### src/rtl/mem_access_pkg.sv
// Shared types and constants for the memory-stage access controller.
//   mem_state_t : access FSM states
//   F3_*        : funct3 encodings for access size / signedness
//   f3_legal    : whether a funct3 code is meaningful for a load or a store
package mem_access_pkg;

  typedef enum logic [1:0] {
    IDLE = 2'd0,
    REQ  = 2'd1,
    WAIT = 2'd2,
    DONE = 2'd3
  } mem_state_t;

  localparam logic [2:0] F3_B  = 3'b000;
  localparam logic [2:0] F3_H  = 3'b001;
  localparam logic [2:0] F3_W  = 3'b010;
  localparam logic [2:0] F3_BU = 3'b100;
  localparam logic [2:0] F3_HU = 3'b101;

  // Stores have no unsigned variants; loads accept all five encodings.
  function automatic logic f3_legal(input logic [2:0] f3, input logic is_store);
    logic ok;
    ok = (f3 == F3_B) || (f3 == F3_H) || (f3 == F3_W);
    if (!is_store) begin
      ok = ok || (f3 == F3_BU) || (f3 == F3_HU);
    end
    return ok;
  endfunction

endpackage

### src/rtl/load_store_align.sv
// Combinational data path for the memory stage.
//   Fault detection and store encoding work on the live EX/MEM fields;
//   load extraction works on the funct3/lane latched when the request was issued.
// Ports:
//   mem_read_i, mem_write_i, funct3_i, addr_lo_i, store_data_i : live instruction fields
//   ld_funct3_i, ld_lane_i, ld_word_i                          : latched load info + raw RAM word
//   fault_o    : access is misaligned or illegal
//   st_wdata_o : lane-replicated store data
//   st_be_o    : store byte enables
//   ld_data_o  : aligned, extended load result
module load_store_align
  import mem_access_pkg::*;
(
  input  logic        mem_read_i,
  input  logic        mem_write_i,
  input  logic [2:0]  funct3_i,
  input  logic [1:0]  addr_lo_i,
  input  logic [31:0] store_data_i,
  input  logic [2:0]  ld_funct3_i,
  input  logic [1:0]  ld_lane_i,
  input  logic [31:0] ld_word_i,
  output logic        fault_o,
  output logic [31:0] st_wdata_o,
  output logic [3:0]  st_be_o,
  output logic [31:0] ld_data_o
);

  logic        misaligned;
  logic [7:0]  ld_byte;
  logic [15:0] ld_half;

  always_comb begin
    misaligned = 1'b0;
    if ((funct3_i == F3_H || funct3_i == F3_HU) && addr_lo_i[0]) begin
      misaligned = 1'b1;
    end
    if (funct3_i == F3_W && addr_lo_i != 2'b00) begin
      misaligned = 1'b1;
    end
    fault_o = (mem_read_i && mem_write_i)
           || !f3_legal(funct3_i, mem_write_i)
           || misaligned;
  end

  always_comb begin
    case (funct3_i)
      F3_B: begin
        st_wdata_o = {4{store_data_i[7:0]}};
        st_be_o    = 4'b0001 << addr_lo_i;
      end
      F3_H: begin
        st_wdata_o = {2{store_data_i[15:0]}};
        st_be_o    = 4'b0011 << addr_lo_i;
      end
      default: begin
        st_wdata_o = store_data_i;
        st_be_o    = 4'b1111;
      end
    endcase
  end

  always_comb begin
    ld_byte = ld_word_i[{ld_lane_i, 3'b000} +: 8];
    ld_half = ld_lane_i[1] ? ld_word_i[31:16] : ld_word_i[15:0];
    case (ld_funct3_i)
      F3_B:    ld_data_o = {{24{ld_byte[7]}}, ld_byte};
      F3_BU:   ld_data_o = {24'h000000, ld_byte};
      F3_H:    ld_data_o = {{16{ld_half[15]}}, ld_half};
      F3_HU:   ld_data_o = {16'h0000, ld_half};
      default: ld_data_o = ld_word_i;
    endcase
  end

endmodule

### src/rtl/mem_access_unit.sv
// Memory-stage access controller between EX/MEM and MEM/WB.
// Turns a load/store into one request/response transaction on the data-RAM
// port, stalls the upstream pipeline while the RAM is busy, and lets MEM/WB
// capture exactly once per instruction.
// Ports:
//   clk, reset_n              : clock, synchronous active-low reset
//   in_*                      : EX/MEM instruction fields
//   ram_req_*                 : RAM request channel (valid/ready)
//   ram_resp_valid/_data      : RAM load response (one-cycle pulse)
//   ram_data                  : aligned load result to MEM/WB
//   mem_wb_write_enable       : MEM/WB capture enable
//   stall                     : freeze PC, IF/ID, ID/EX, EX/MEM
//   access_fault              : one-cycle pulse on misaligned/illegal access
//
// state | meaning
// IDLE  | new instruction visible; legal memop issues, faulting memop skips to DONE
// REQ   | request on the RAM port, waiting for ready
// WAIT  | load accepted, waiting for the response pulse
// DONE  | result ready; pipeline advances this cycle
module mem_access_unit
  import mem_access_pkg::*;
#(
  parameter int ADDR_WIDTH = 32
) (
  input  logic                  clk,
  input  logic                  reset_n,
  input  logic                  in_valid,
  input  logic                  in_mem_read,
  input  logic                  in_mem_write,
  input  logic [2:0]            in_funct3,
  input  logic [ADDR_WIDTH-1:0] in_address,
  input  logic [31:0]           in_store_data,
  output logic                  ram_req_valid,
  input  logic                  ram_req_ready,
  output logic                  ram_req_write,
  output logic [ADDR_WIDTH-1:0] ram_req_address,
  output logic [31:0]           ram_req_wdata,
  output logic [3:0]            ram_req_byte_enable,
  input  logic                  ram_resp_valid,
  input  logic [31:0]           ram_resp_data,
  output logic [31:0]           ram_data,
  output logic                  mem_wb_write_enable,
  output logic                  stall,
  output logic                  access_fault
);

  mem_state_t            state_q, state_d;
  logic                  req_write_q;
  logic [ADDR_WIDTH-1:0] req_addr_q;
  logic [31:0]           req_wdata_q;
  logic [3:0]            req_be_q;
  logic [2:0]            ld_funct3_q;
  logic [1:0]            ld_lane_q;
  logic [31:0]           ram_data_q, ram_data_d;
  logic                  access_fault_q, access_fault_d;

  logic                  memop;
  logic                  fault;
  logic                  start_req;
  logic                  start_fault;
  logic                  load_done;
  logic [31:0]           st_wdata;
  logic [3:0]            st_be;
  logic [31:0]           ld_data;

  assign memop = in_valid && (in_mem_read || in_mem_write);

  load_store_align u_align (
    .mem_read_i   (in_mem_read),
    .mem_write_i  (in_mem_write),
    .funct3_i     (in_funct3),
    .addr_lo_i    (in_address[1:0]),
    .store_data_i (in_store_data),
    .ld_funct3_i  (ld_funct3_q),
    .ld_lane_i    (ld_lane_q),
    .ld_word_i    (ram_resp_data),
    .fault_o      (fault),
    .st_wdata_o   (st_wdata),
    .st_be_o      (st_be),
    .ld_data_o    (ld_data)
  );

  always_comb begin
    state_d     = state_q;
    start_req   = 1'b0;
    start_fault = 1'b0;
    load_done   = 1'b0;
    case (state_q)
      IDLE: begin
        if (memop) begin
          if (fault) begin
            start_fault = 1'b1;
            state_d     = DONE;
          end else begin
            start_req = 1'b1;
            state_d   = REQ;
          end
        end
      end
      REQ: begin
        if (ram_req_ready) begin
          state_d = req_write_q ? DONE : WAIT;
        end
      end
      WAIT: begin
        if (ram_resp_valid) begin
          load_done = 1'b1;
          state_d   = DONE;
        end
      end
      DONE:    state_d = IDLE;
      default: state_d = IDLE;
    endcase

    ram_data_d = ram_data_q;
    if (start_fault) begin
      ram_data_d = 32'h0000_0000;
    end else if (load_done) begin
      ram_data_d = ld_data;
    end
    access_fault_d = start_fault;
  end

  always_ff @(posedge clk) begin
    if (!reset_n) begin
      state_q        <= IDLE;
      req_write_q    <= 1'b0;
      req_addr_q     <= '0;
      req_wdata_q    <= 32'h0000_0000;
      req_be_q       <= 4'b0000;
      ld_funct3_q    <= 3'b000;
      ld_lane_q      <= 2'b00;
      ram_data_q     <= 32'h0000_0000;
      access_fault_q <= 1'b0;
    end else begin
      state_q        <= state_d;
      ram_data_q     <= ram_data_d;
      access_fault_q <= access_fault_d;
      // Request fields are captured once so they stay stable for the whole
      // REQ phase regardless of what the live inputs do.
      if (start_req) begin
        req_write_q <= in_mem_write;
        req_addr_q  <= {in_address[ADDR_WIDTH-1:2], 2'b00};
        req_wdata_q <= in_mem_write ? st_wdata : 32'h0000_0000;
        req_be_q    <= in_mem_write ? st_be : 4'b0000;
        ld_funct3_q <= in_funct3;
        ld_lane_q   <= in_address[1:0];
      end
    end
  end

  assign stall               = memop && (state_q != DONE);
  assign mem_wb_write_enable = !stall;
  assign ram_req_valid       = (state_q == REQ);
  assign ram_req_write       = req_write_q;
  assign ram_req_address     = req_addr_q;
  assign ram_req_wdata       = req_wdata_q;
  assign ram_req_byte_enable = req_be_q;
  assign ram_data            = ram_data_q;
  assign access_fault        = access_fault_q;

endmodule

### config.mk
export PLATFORM = sky130hd
export DESIGN_NAME = mem_access_unit
export DESIGN_NICKNAME = d
export VERILOG_FILES = /design/src/rtl/mem_access_pkg.sv /design/src/rtl/load_store_align.sv /design/src/rtl/mem_access_unit.sv
export SDC_FILE = /design/constraint.sdc
export NUM_CORES = 1
export LEC_CHECK = 0
export ABC_CLOCK_PERIOD_IN_PS = 1850
export CAP_MARGIN = 20
export CORE_MARGIN = 3
export CORE_UTILIZATION = 39
export CTS_CLUSTER_DIAMETER = 100
export DETAILED_ROUTE_END_ITERATION = 7
export PLACE_DENSITY = 0.83
export SLEW_MARGIN = 5
export SYNTH_ARGS = -nofsm -noshare
export SYNTH_HDL_FRONTEND = slang
export SYNTH_SLANG_ARGS = --single-unit
### constraint.sdc
create_clock -name clk -period 1.85 [get_ports clk]
set_clock_uncertainty 0.1 [all_clocks]
set_input_delay 0.185 -clock clk [delete_from_list [all_inputs] [get_ports clk]]
set_output_delay 0.185 -clock clk [all_outputs]
set_load 0.05 [all_outputs]
Fig. 1: clock wires, drivers and flops
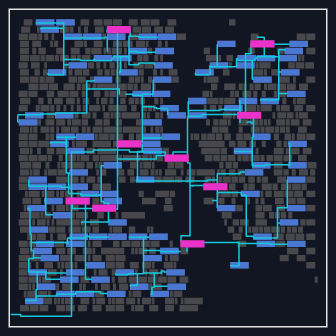
[magenta] clock drivers | count: 9
[cyan] clock wires | length: 1,380 um
[blue] flip-flops | count: 107
routed clock nets: 10

Fig. 2: placement by cell class
Fill, decap, tap and diode cells in gray.
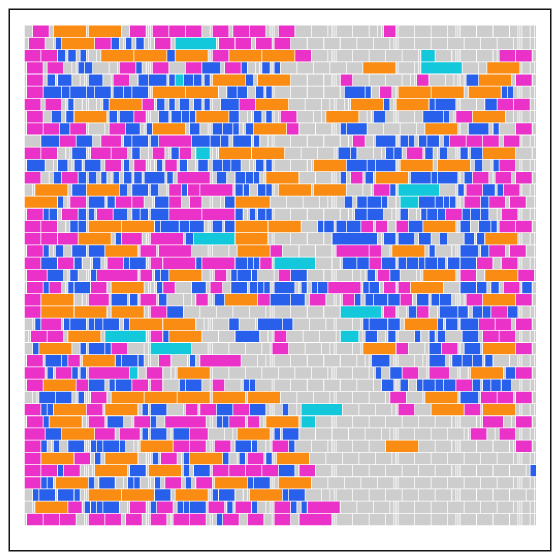
[cyan] clock drivers and dummy loads | cells: 16
[magenta] other buffers and delay cells | cells: 260
[orange] flops | cells: 107
[blue] combinational and other logic | cells: 434
number of cell rows: 41
cell area after layout: 8050 um^2
share of the core filled with cells in the final layout: 63.3%
fraction of standard cell area that is sequential: 26.6%
area inside the core boundary: 12,700 um^2

Fig. 3: power grid
Scale bar: 20 um. Pins as bars on the die edge.
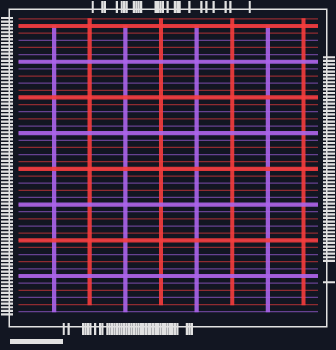
[red] VDD
[purple] VSS
rows: 41
met5 straps: 8
horizontal extent of the die: 120 um
maximum resistive drop on vdd: 0.749 mV

==> reports/notes.md <==
Looking at the critical path, the highest net fanout was 2. The element type at the critical path end was an output port. The critical path buffer and inverter count is 1.

The synthesis run shows multiplexers occupying 14.1% of the cell area. The run gives 0% for the post-synthesis xor/xnor area fraction. After layout, the inverter instance count without clock inverters stands at 9.

Per the detailed-route log, wirelength across all metal layers totals 16,600 um. For the pin with the worst max-slew slack, the measured transition is 0.539 ns. For this run, the register share of the synthesized area comes to 42.0%. After clock tree synthesis, the setup repair step added 0 buffers. Across all checked pins, the minimum headroom to the slew limit is 64.0%. Endpoints failing hold in the final report were tallied at 0. The source of the worst register-to-register timing path was state_q[1]$_SDFFE_PN0P_. The run gives 15.3% for the share of post-route cells with drive strength above 1.

For the worst-skew pair, the clock arrives at the later sink with an insertion delay of 0.35 ns. The flow reports power dissipated in the clock network as 1.88 mW. The area overhead of the layout relative to synthesis was 57.9%.

The largest single stage delay on the critical path is 0.83 ns. After legalization and detailed placement, the total HPWL measured 12,000 um. The design has 107 sequential cells.

The final power report lists total power as 7.22 mW. After layout, the buffer instance count without clock buffers stands at 260. After clock tree synthesis, the clock-pin slew on the worst setup and hold paths is 0.08 ns. The synthesized netlist devotes 0.982% of its cell area to adder and majority cells. The critical path in this run is classified as flop to output port. The number of sinks handled by clock tree synthesis came out at 107. Per the CTS log, the buffer count on the longest clock path is 2. The met2 routing resource usage after global routing was 36.7%. After clock tree synthesis, the flow added hold-fix buffers numbering 0. The number of antenna violations at the first check in global routing is 0. Power spread over the standard cell area amounts to 896 nW/um^2. The run gives 1.81 ns for the minimum clock period.

Warnings raised by the tools during the run amount to 29. The worst setup path startpoint is ram_req_wdata[24]$_SDFFE_PN0P_. The switching portion of total power comes to 36.6%. The overall fraction of global-route tracks in use was 22.2%.

With the share of total power in combinational logic at 37.9%, the portion of the clock cycle consumed by the worst path in the final layout is 98.0%. Summing all multi-input logic gate instances after layout gives 2680 um^2. Counting the warning lines in the Yosys log gives 0. Per the timing report, the achievable frequency comes out to 551 MHz. STA classifies the critical path startpoint as a flop. For the post-route met1 wirelength, the log shows 6680 um. The final global-route overflow total came out at 0.

The synthesis report lists the most area-consuming cells as sky130_fd_sc_hd__dfxtp_1, sky130_fd_sc_hd__mux2i_1, sky130_fd_sc_hd__nand2_1. Post-synthesis register bit count: 107. The run finished with clean final reports. Among all cell classes, the greatest summed area belongs to non-clock buffers.

The global routing report lists met1 layer usage as 26.3%. The logs give 2.64 mW for the net switching component of the power and 14,500 um^2 for the overall die area. Max-cap violations in this run came to 0. The final layout contains 922 nets. Wire segments on met3 add up to 1540 um in the final route.

In the layout the tool counted multi-input logic cells amounting to 425. Synthesis instantiated 47 different standard cells from the library. The number of cells in the design after placement is 966. Per the post-synthesis stats, the area per cell is 8.61 um^2. The met2 layer wire length in the routed design was 7950 um; the share of Yosys cell area claimed by the top area cell type was 42.0%. The async set-reset flop share out of synthesis was 0%. The cell family contributing the most delay on the critical path is buffers and inverters.

The layout has 9 clock buffers. Looking at the clock tree report, the H-tree level count equals 3. The critical register-to-register path endpoint is ram_req_byte_enable[1]$_SDFFE_PN0P_. Predominant post-synthesis flop cell: sky130_fd_sc_hd__dfxtp_1. Logged for this run, the post-placement worst setup slack is -0.265 ns. The final timing report gives a worst setup slack of 0.0363 ns.

The critical path ends at ram_req_wdata[24]. The count of cells in the finished layout, fillers not included, comes to 989. For this floorplan the total number of well-tap instances is 172.

The power of the combinational group was 2.73 mW. Hold analysis lists the worst path endpoint as ram_req_wdata[7]$_SDFFE_PN0P_.
No activity file was given, so power comes from the tool's default toggle rates.
